### src/rtl/wdma_ctrl_pkg.sv
// wdma_ctrl_pkg: shared types and constants for the write-DMA controller (package wdma_pkg).
package wdma_pkg;
    typedef enum logic [2:0] {S_IDLE, S_ADDR, S_DATA, S_RESP, S_DONE} wdma_state_t;
    localparam logic [1:0] AXI_RESP_OKAY = 2'b00;
    localparam int BYTES_PER_WORD = 4;
    localparam int MAX_BURST_DEF = 16;
endpackage

### src/rtl/wdma_ctrl_if.sv
// wdma_ctrl_if: input word stream plus AXI4 AW/W/B write channels of the write-DMA path.
interface wdma_ctrl_if #(parameter int ADDR_W = 32);
    logic [31:0]       s_axis_tdata;
    logic              s_axis_tvalid;
    logic              s_axis_tready;
    logic [ADDR_W-1:0] m_axi_awaddr;
    logic [7:0]        m_axi_awlen;
    logic              m_axi_awvalid;
    logic              m_axi_awready;
    logic [31:0]       m_axi_wdata;
    logic              m_axi_wlast;
    logic              m_axi_wvalid;
    logic              m_axi_wready;
    logic [1:0]        m_axi_bresp;
    logic              m_axi_bvalid;
    logic              m_axi_bready;
    modport master (
        input  s_axis_tdata, s_axis_tvalid, m_axi_awready, m_axi_wready, m_axi_bresp, m_axi_bvalid,
        output s_axis_tready, m_axi_awaddr, m_axi_awlen, m_axi_awvalid,
               m_axi_wdata, m_axi_wlast, m_axi_wvalid, m_axi_bready
    );
    modport slave (
        output s_axis_tdata, s_axis_tvalid, m_axi_awready, m_axi_wready, m_axi_bresp, m_axi_bvalid,
        input  s_axis_tready, m_axi_awaddr, m_axi_awlen, m_axi_awvalid,
               m_axi_wdata, m_axi_wlast, m_axi_wvalid, m_axi_bready
    );
endinterface

### src/rtl/wdma_ctrl.sv
// wdma_ctrl: streams words into DRAM as single-outstanding AXI4 INCR bursts with ap_* handshake.
// Optional WDMA_CTRL_BRESP_CHECK_EN: non-OKAY bresp sets sticky err and aborts remaining bursts.
module wdma_ctrl
    import wdma_pkg::*;
#(
    parameter int ADDR_W    = 32,
    parameter int LEN_W     = 24,
    parameter int MAX_BURST = MAX_BURST_DEF
) (
    input  logic              ap_clk,
    input  logic              ap_rst,
    input  logic              ap_start,
    output logic              ap_done,
    output logic              ap_ready,
    output logic              ap_idle,
    input  logic [ADDR_W-1:0] cfg_base_addr,
    input  logic [LEN_W-1:0]  cfg_len_words,
    wdma_ctrl_if.master       bus,
    output logic              err
);
    localparam int BW = $clog2(MAX_BURST + 1);

    wdma_state_t       state;
    logic [ADDR_W-1:0] addr, addr_nxt;
    logic [LEN_W-1:0]  rem, rem_nxt;
    logic [BW-1:0]     beats, beat_cnt, beats_nxt;
    logic              bad;

    // Remaining length for the next burst: fresh config from IDLE, post-burst balance from RESP.
    assign rem_nxt   = (state == S_IDLE) ? cfg_len_words : rem - LEN_W'(beats);
    assign beats_nxt = (rem_nxt > LEN_W'(MAX_BURST)) ? BW'(MAX_BURST) : BW'(rem_nxt);
    assign addr_nxt  = addr + ADDR_W'(beats) * ADDR_W'(BYTES_PER_WORD);

    assign bus.m_axi_wdata   = bus.s_axis_tdata;
    assign bus.m_axi_wvalid  = (state == S_DATA) && bus.s_axis_tvalid;
    assign bus.s_axis_tready = (state == S_DATA) && bus.m_axi_wready;
    assign bus.m_axi_wlast   = (state == S_DATA) && (beat_cnt == beats - 1'b1);
    assign ap_ready          = ap_done;

`ifdef WDMA_CTRL_BRESP_CHECK_EN
    logic err_q;
    assign bad = bus.m_axi_bresp != AXI_RESP_OKAY;
    assign err = err_q;
`else
    assign bad = 1'b0;
    assign err = 1'b0;
`endif

    always_ff @(posedge ap_clk or posedge ap_rst) begin
        if (ap_rst) begin
            state             <= S_IDLE;
            addr              <= '0;
            rem               <= '0;
            beats             <= '0;
            beat_cnt          <= '0;
            bus.m_axi_awvalid <= 1'b0;
            bus.m_axi_awaddr  <= '0;
            bus.m_axi_awlen   <= '0;
            bus.m_axi_bready  <= 1'b0;
            ap_done           <= 1'b0;
            ap_idle           <= 1'b1;
`ifdef WDMA_CTRL_BRESP_CHECK_EN
            err_q             <= 1'b0;
`endif
        end else begin
            ap_done <= 1'b0;
            case (state)
                S_IDLE: if (ap_start) begin
                    addr    <= cfg_base_addr;
                    rem     <= cfg_len_words;
                    ap_idle <= 1'b0;
`ifdef WDMA_CTRL_BRESP_CHECK_EN
                    err_q   <= 1'b0;
`endif
                    if (cfg_len_words == '0) begin
                        state   <= S_DONE;
                        ap_done <= 1'b1;
                    end else begin
                        state             <= S_ADDR;
                        beats             <= beats_nxt;
                        bus.m_axi_awvalid <= 1'b1;
                        bus.m_axi_awaddr  <= cfg_base_addr;
                        bus.m_axi_awlen   <= 8'(beats_nxt - 1'b1);
                    end
                end
                S_ADDR: if (bus.m_axi_awready) begin
                    bus.m_axi_awvalid <= 1'b0;
                    beat_cnt          <= '0;
                    state             <= S_DATA;
                end
                S_DATA: if (bus.m_axi_wvalid && bus.m_axi_wready) begin
                    beat_cnt <= beat_cnt + 1'b1;
                    if (bus.m_axi_wlast) begin
                        state            <= S_RESP;
                        bus.m_axi_bready <= 1'b1;
                    end
                end
                S_RESP: if (bus.m_axi_bvalid) begin
                    bus.m_axi_bready <= 1'b0;
                    addr             <= addr_nxt;
                    rem              <= rem_nxt;
`ifdef WDMA_CTRL_BRESP_CHECK_EN
                    if (bad) err_q <= 1'b1;
`endif
                    if ((rem_nxt == '0) || bad) begin
                        state   <= S_DONE;
                        ap_done <= 1'b1;
                    end else begin
                        state             <= S_ADDR;
                        beats             <= beats_nxt;
                        bus.m_axi_awvalid <= 1'b1;
                        bus.m_axi_awaddr  <= addr_nxt;
                        bus.m_axi_awlen   <= 8'(beats_nxt - 1'b1);
                    end
                end
                S_DONE: begin
                    state   <= S_IDLE;
                    ap_idle <= 1'b1;
                end
                default: state <= S_IDLE;
            endcase
        end
    end
endmodule

### src/flat_wrapper.sv
// flat-port wrapper written by rule: the top's interface ports become plain ports
module wdma_ctrl_flat import wdma_pkg::*;
#(
    parameter int ADDR_W    = 32,
    parameter int LEN_W     = 24,
    parameter int MAX_BURST = MAX_BURST_DEF
)
  (ap_clk, ap_rst, ap_start, ap_done, ap_ready, ap_idle, cfg_base_addr, cfg_len_words, err, bus_s_axis_tdata, bus_s_axis_tvalid, bus_m_axi_awready, bus_m_axi_wready, bus_m_axi_bresp, bus_m_axi_bvalid, bus_s_axis_tready, bus_m_axi_awaddr, bus_m_axi_awlen, bus_m_axi_awvalid, bus_m_axi_wdata, bus_m_axi_wlast, bus_m_axi_wvalid, bus_m_axi_bready);
  wdma_ctrl_if #(.ADDR_W(ADDR_W)) bus_i ();
  input  logic ap_clk;
  input  logic ap_rst;
  input  logic ap_start;
  output logic ap_done;
  output logic ap_ready;
  output logic ap_idle;
  input  logic [ADDR_W-1:0] cfg_base_addr;
  input  logic [LEN_W-1:0] cfg_len_words;
  output logic err;
  input wire logic [$bits(bus_i.s_axis_tdata)-1:0] bus_s_axis_tdata;
  input wire logic [$bits(bus_i.s_axis_tvalid)-1:0] bus_s_axis_tvalid;
  input wire logic [$bits(bus_i.m_axi_awready)-1:0] bus_m_axi_awready;
  input wire logic [$bits(bus_i.m_axi_wready)-1:0] bus_m_axi_wready;
  input wire logic [$bits(bus_i.m_axi_bresp)-1:0] bus_m_axi_bresp;
  input wire logic [$bits(bus_i.m_axi_bvalid)-1:0] bus_m_axi_bvalid;
  output wire logic [$bits(bus_i.s_axis_tready)-1:0] bus_s_axis_tready;
  output wire logic [$bits(bus_i.m_axi_awaddr)-1:0] bus_m_axi_awaddr;
  output wire logic [$bits(bus_i.m_axi_awlen)-1:0] bus_m_axi_awlen;
  output wire logic [$bits(bus_i.m_axi_awvalid)-1:0] bus_m_axi_awvalid;
  output wire logic [$bits(bus_i.m_axi_wdata)-1:0] bus_m_axi_wdata;
  output wire logic [$bits(bus_i.m_axi_wlast)-1:0] bus_m_axi_wlast;
  output wire logic [$bits(bus_i.m_axi_wvalid)-1:0] bus_m_axi_wvalid;
  output wire logic [$bits(bus_i.m_axi_bready)-1:0] bus_m_axi_bready;
  assign bus_i.s_axis_tdata = bus_s_axis_tdata;
  assign bus_i.s_axis_tvalid = bus_s_axis_tvalid;
  assign bus_i.m_axi_awready = bus_m_axi_awready;
  assign bus_i.m_axi_wready = bus_m_axi_wready;
  assign bus_i.m_axi_bresp = bus_m_axi_bresp;
  assign bus_i.m_axi_bvalid = bus_m_axi_bvalid;
  assign bus_s_axis_tready = bus_i.s_axis_tready;
  assign bus_m_axi_awaddr = bus_i.m_axi_awaddr;
  assign bus_m_axi_awlen = bus_i.m_axi_awlen;
  assign bus_m_axi_awvalid = bus_i.m_axi_awvalid;
  assign bus_m_axi_wdata = bus_i.m_axi_wdata;
  assign bus_m_axi_wlast = bus_i.m_axi_wlast;
  assign bus_m_axi_wvalid = bus_i.m_axi_wvalid;
  assign bus_m_axi_bready = bus_i.m_axi_bready;
  wdma_ctrl #(.ADDR_W(ADDR_W), .LEN_W(LEN_W), .MAX_BURST(MAX_BURST)) u_core (.ap_clk(ap_clk), .ap_rst(ap_rst), .ap_start(ap_start), .ap_done(ap_done), .ap_ready(ap_ready), .ap_idle(ap_idle), .cfg_base_addr(cfg_base_addr), .cfg_len_words(cfg_len_words), .bus(bus_i), .err(err));
endmodule
### config.mk
export PLATFORM = sky130hd
export DESIGN_NAME = wdma_ctrl_flat
export DESIGN_NICKNAME = d
export VERILOG_FILES = /design/src/rtl/wdma_ctrl_pkg.sv /design/src/rtl/wdma_ctrl_if.sv /design/src/rtl/wdma_ctrl.sv /design/src/flat_wrapper.sv
export SDC_FILE = /design/constraint.sdc
export NUM_CORES = 1
export LEC_CHECK = 0
export CAP_MARGIN = 20
export CORE_MARGIN = 2
export CORE_UTILIZATION = 44
export CTS_CLUSTER_SIZE = 28
export DETAILED_ROUTE_END_ITERATION = 6
export GPL_TIMING_DRIVEN = 0
export PLACE_DENSITY = 0.72
export SLEW_MARGIN = 20
export SYNTH_ARGS = -nofsm -noshare
export SYNTH_HDL_FRONTEND = slang
export SYNTH_SLANG_ARGS = --single-unit
### constraint.sdc
create_clock -name ap_clk -period 5.4 [get_ports ap_clk]
set_clock_uncertainty 0.15 [all_clocks]
set_input_delay 1.08 -clock ap_clk [delete_from_list [all_inputs] [get_ports ap_clk]]
set_output_delay 1.08 -clock ap_clk [all_outputs]
set_load 0.02 [all_outputs]
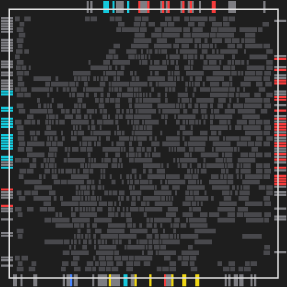
(run_1/io_placement.png)
Drawn at 2 px/um. Pins as bars across the die edge, other pins in gray.
- `bus_m_axi_bvalid`: blue (pins 1; direction input; edge south)
- `cfg_len_words`: cyan (pins 24; direction input; edge 17 west, 5 north, 2 south)
- `bus_m_axi_awlen`: yellow (pins 8; direction output; edge south)
- `cfg_base_addr`: red (pins 32; direction input; edge 21 east, 8 north, 2 west, 1 south)

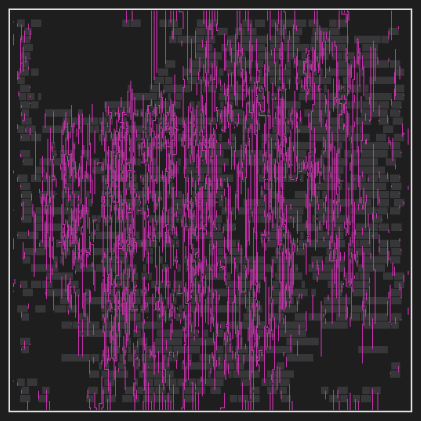
(run_1/layer_met2.png)
Drawn at 3 px/um. Cells faint in the background.
- share of all routed wire: 46%
- main direction: vertical
- longest straight run: 64.3 um
- nets with wire on the layer: 899
- wire length on this layer: 9530 um

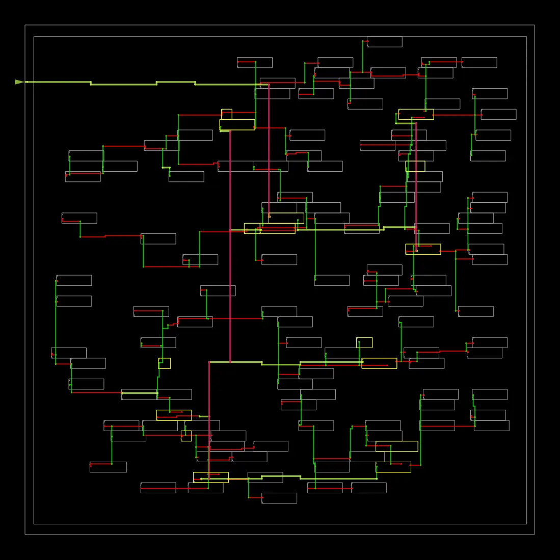
(run_1/clocks.png)
Sinks on Clock Net: 111
Flops: 111
# clk buffers: 10
Num CTS Buffers: 9
Clk. pwr: 0.000724 W

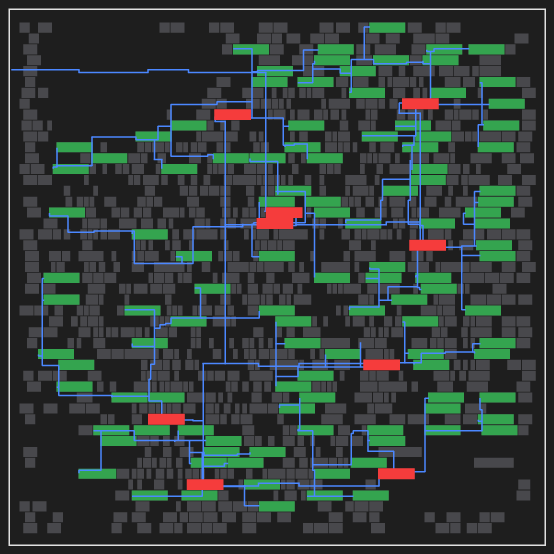
(run_1/clk_routes.png)
Drawn at 4 px/um.
- clock wires: blue (length 1540 um)
- clock drivers: red (count 9)
- flip-flops: green (count 111)
- routed clock nets: 10
- flops lie: widely spread

==> Slide: Implementation Results, run 1 <==
Run Summary

Timing
  • Setup Viol. Count Final: 0
  • Least-Margin Pin Slew: 0.8257 ns
  • Hold WS: 0.3460 ns

Worst setup path
  • CP cell instances: ha_1 -> fa_1 -> nor2b_4 -> o2111ai_2 -> nand4_4 -> xor2_1 -> o21ai_0 -> or4_4 -> nor4b_4 -> nand3b_1 -> ha_1 -> o211ai_1 -> nor3_1 -> a221o_1
  • Crit-path max FO: 8
  • End of the critical path: u_core.bus.m_axi_awlen[4]
  • Delay-heaviest family, CP: simple AND/OR/NAND/NOR gates
  • Worst path max stage delay: 0.60 ns

Placement
  • DP Worst Slack: 0.7432 ns
  • Dpl hpwl: 15150 um

Die
  • Core area: 16520 um^2
  • Chip area: 17850 um^2
  • I/O pins: 178

Global routing
  • Largest net degree at the start of global routing: 73
  • Most used routing layer: met2
  • GRT Resource Usage Total: 23.26%

Finish
  • Buffering overhead: 20.61%
  • Most frequent cells in the layout: 142 x clkdlybuf4s50_1, 110 x dfrtp_1, 102 x nand2_1
  • Inserted Diodes: 0
  • Non-filler cells, final: 1189

Power
  • Switching power: 0.002342 W

Yosys
  • Count leader, synth: dfrtp_1
  • Syn Nets: 922

Drt
  • Number of DRC markers in iteration 0: 547
  • Met1 wire length: 9256 um
  • Final WL: 20550 um

Run status
  • Status: finished, final reports clean
==> run_1/placement_by_type.png <==
Drawn at 3 px/um. Fill, decap, tap and diode cells in gray.
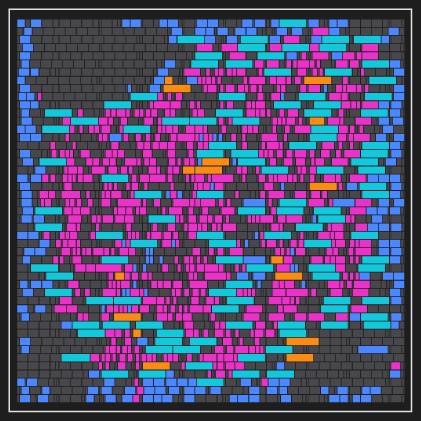

==> run 1 -> run 2 <==
==> constraint.sdc (replaced) <==
create_clock -name ap_clk -period 4.44 [get_ports ap_clk]
set_clock_uncertainty 0.15 [all_clocks]
set_input_delay 0.888 -clock ap_clk [delete_from_list [all_inputs] [get_ports ap_clk]]
set_output_delay 0.888 -clock ap_clk [all_outputs]
set_load 0.02 [all_outputs]
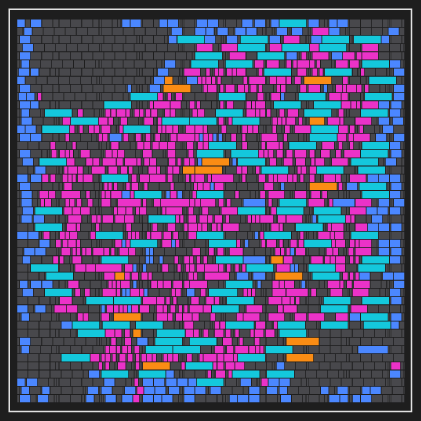
(run_2/placement_by_type.png)
Drawn at 3 px/um. Fill, decap, tap and diode cells in gray.
- combinational and other logic: magenta (cells 622; share of their area 45%)
- clock drivers and dummy loads: orange (cells 16; share of their area 3.4%)
- sequential cells: cyan (cells 111; share of their area 30%)
- remaining buffers and delay cells: blue (cells 222; share of their area 21%)

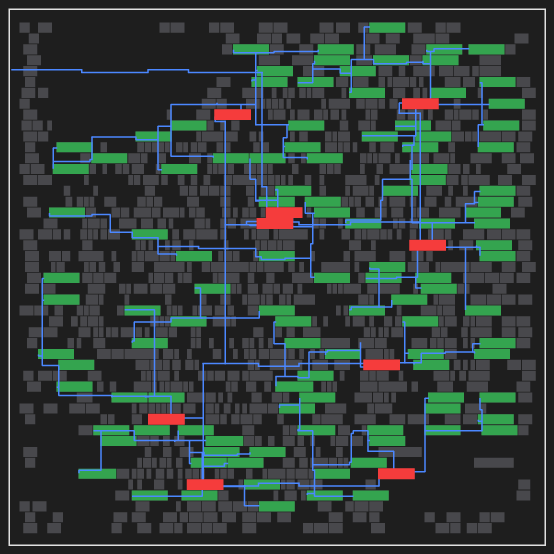
(run_2/clk_routes.png)
Drawn at 4 px/um.
- flip-flops: green (count 111)
- clock wires: blue (length 1540 um)
- clock drivers: red (count 9)
- flops lie: widely spread
- routed clock nets: 10

==> run 2 against run 1 <==
Register-to-register slack lost 0.75 ns. Global-route usage is the same. Die size is the same. Area after synthesis is the same. Sequential power grew 22%. Sequential cell count is the same. Non-clock buffer count grew 2. Critical path depth grew 1. Synthesized cell count is the same. Setup slack lost 0.75 ns. Largest cell class unchanged.
==> Slide: Implementation Results, run 2 <==
Run Summary

Drt
  • Number of DRC markers in iteration 0: 505
  • Final WL: 20710 um
  • Met2 WL: 9611 um
  • DR vias/cell: 5.580
  • Met1 wire length: 9275 um

Worst setup path
  • CP cell instances: ha_1 -> fa_2 -> nor2b_4 -> o2111ai_4 -> nand4_4 -> xor2_1 -> o21ai_0 -> or4_4 -> nor3_2 -> nand2_1 -> or3_1 -> ha_1 -> o211ai_1 -> nor3_1 -> a221o_1
  • Delay-heaviest family, CP: simple AND/OR/NAND/NOR gates
  • Worst R2R End: u_core.bus.m_axi_awlen[4]
  • End of the critical path: u_core.bus.m_axi_awlen[4]
  • Worst path max stage delay: 0.60 ns
  • Crit-path max FO: 8

Finish
  • Most frequent cells in the layout: 142 x clkdlybuf4s50_1, 107 x dfrtp_1, 102 x nand2_1
  • Flops: 111
  • # clk buffers: 10
  • Largest class: logic gates
  • Inserted Diodes: 0
  • Post-layout instance area: 9493 um^2
  • Largest regs: u_core.addr x32, u_core.bus.m_axi_awaddr x32, u_core.rem x24
  • Non-filler cells, final: 1191
  • Buffering overhead: 20.65%

CTS
  • Post-CTS setup repair buffer count: 0
  • Num CTS Buffers: 9
  • # resized after CTS: 0
  • Largest buffer count on any clock path: 2

Die
  • Core area: 16520 um^2
  • I/O pins: 178
  • Chip area: 17850 um^2

Yosys
  • Syn Nets: 922
  • Post-synth top cells: 110 x dfrtp_1, 102 x nand2_1, 72 x o21ai_0
  • Library cells used by synthesis: 81
  • Count leader, synth: dfrtp_1
  • Ao+oa area frac: 16.10%

Global routing
  • Met1 Usage GRT: 32.77%
  • Met3 usage: 4.300%
  • Most used routing layer: met2
  • GRT Resource Usage Total: 23.26%

Timing
  • Setup ws final: 0.1756 ns
  • Tmin final: 4.264 ns
  • Hold WS: 0.3470 ns
  • Setup Viol. Count Final: 0
  • Least-Margin Pin Slew: 0.8069 ns

Placement
  • Port Buffer Count: 142
  • DP Worst Slack: -0.02483 ns

Power
  • Clk. pwr: 0.000883 W
  • Switching power: 0.002876 W
  • Top Consumer: combinational cells
  • Combinational fraction of design power: 57.2%

Run status
  • Status: finished, final reports clean
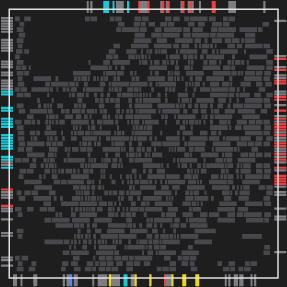
(run_2/io_placement.png)
Drawn at 2 px/um. Pins as bars across the die edge, other pins in gray.
- `bus_m_axi_bvalid`: blue (pins 1; direction input; edge south)
- `bus_m_axi_awlen`: yellow (pins 8; direction output; edge south)
- `cfg_len_words`: cyan (pins 24; direction input; edge 17 west, 5 north, 2 south)
- `cfg_base_addr`: red (pins 32; direction input; edge 21 east, 8 north, 2 west, 1 south)
- all pins by edge: 52 west, 46 south, 46 east, 34 north

Power figures rest on the tool's default switching activity, not on a simulated workload.
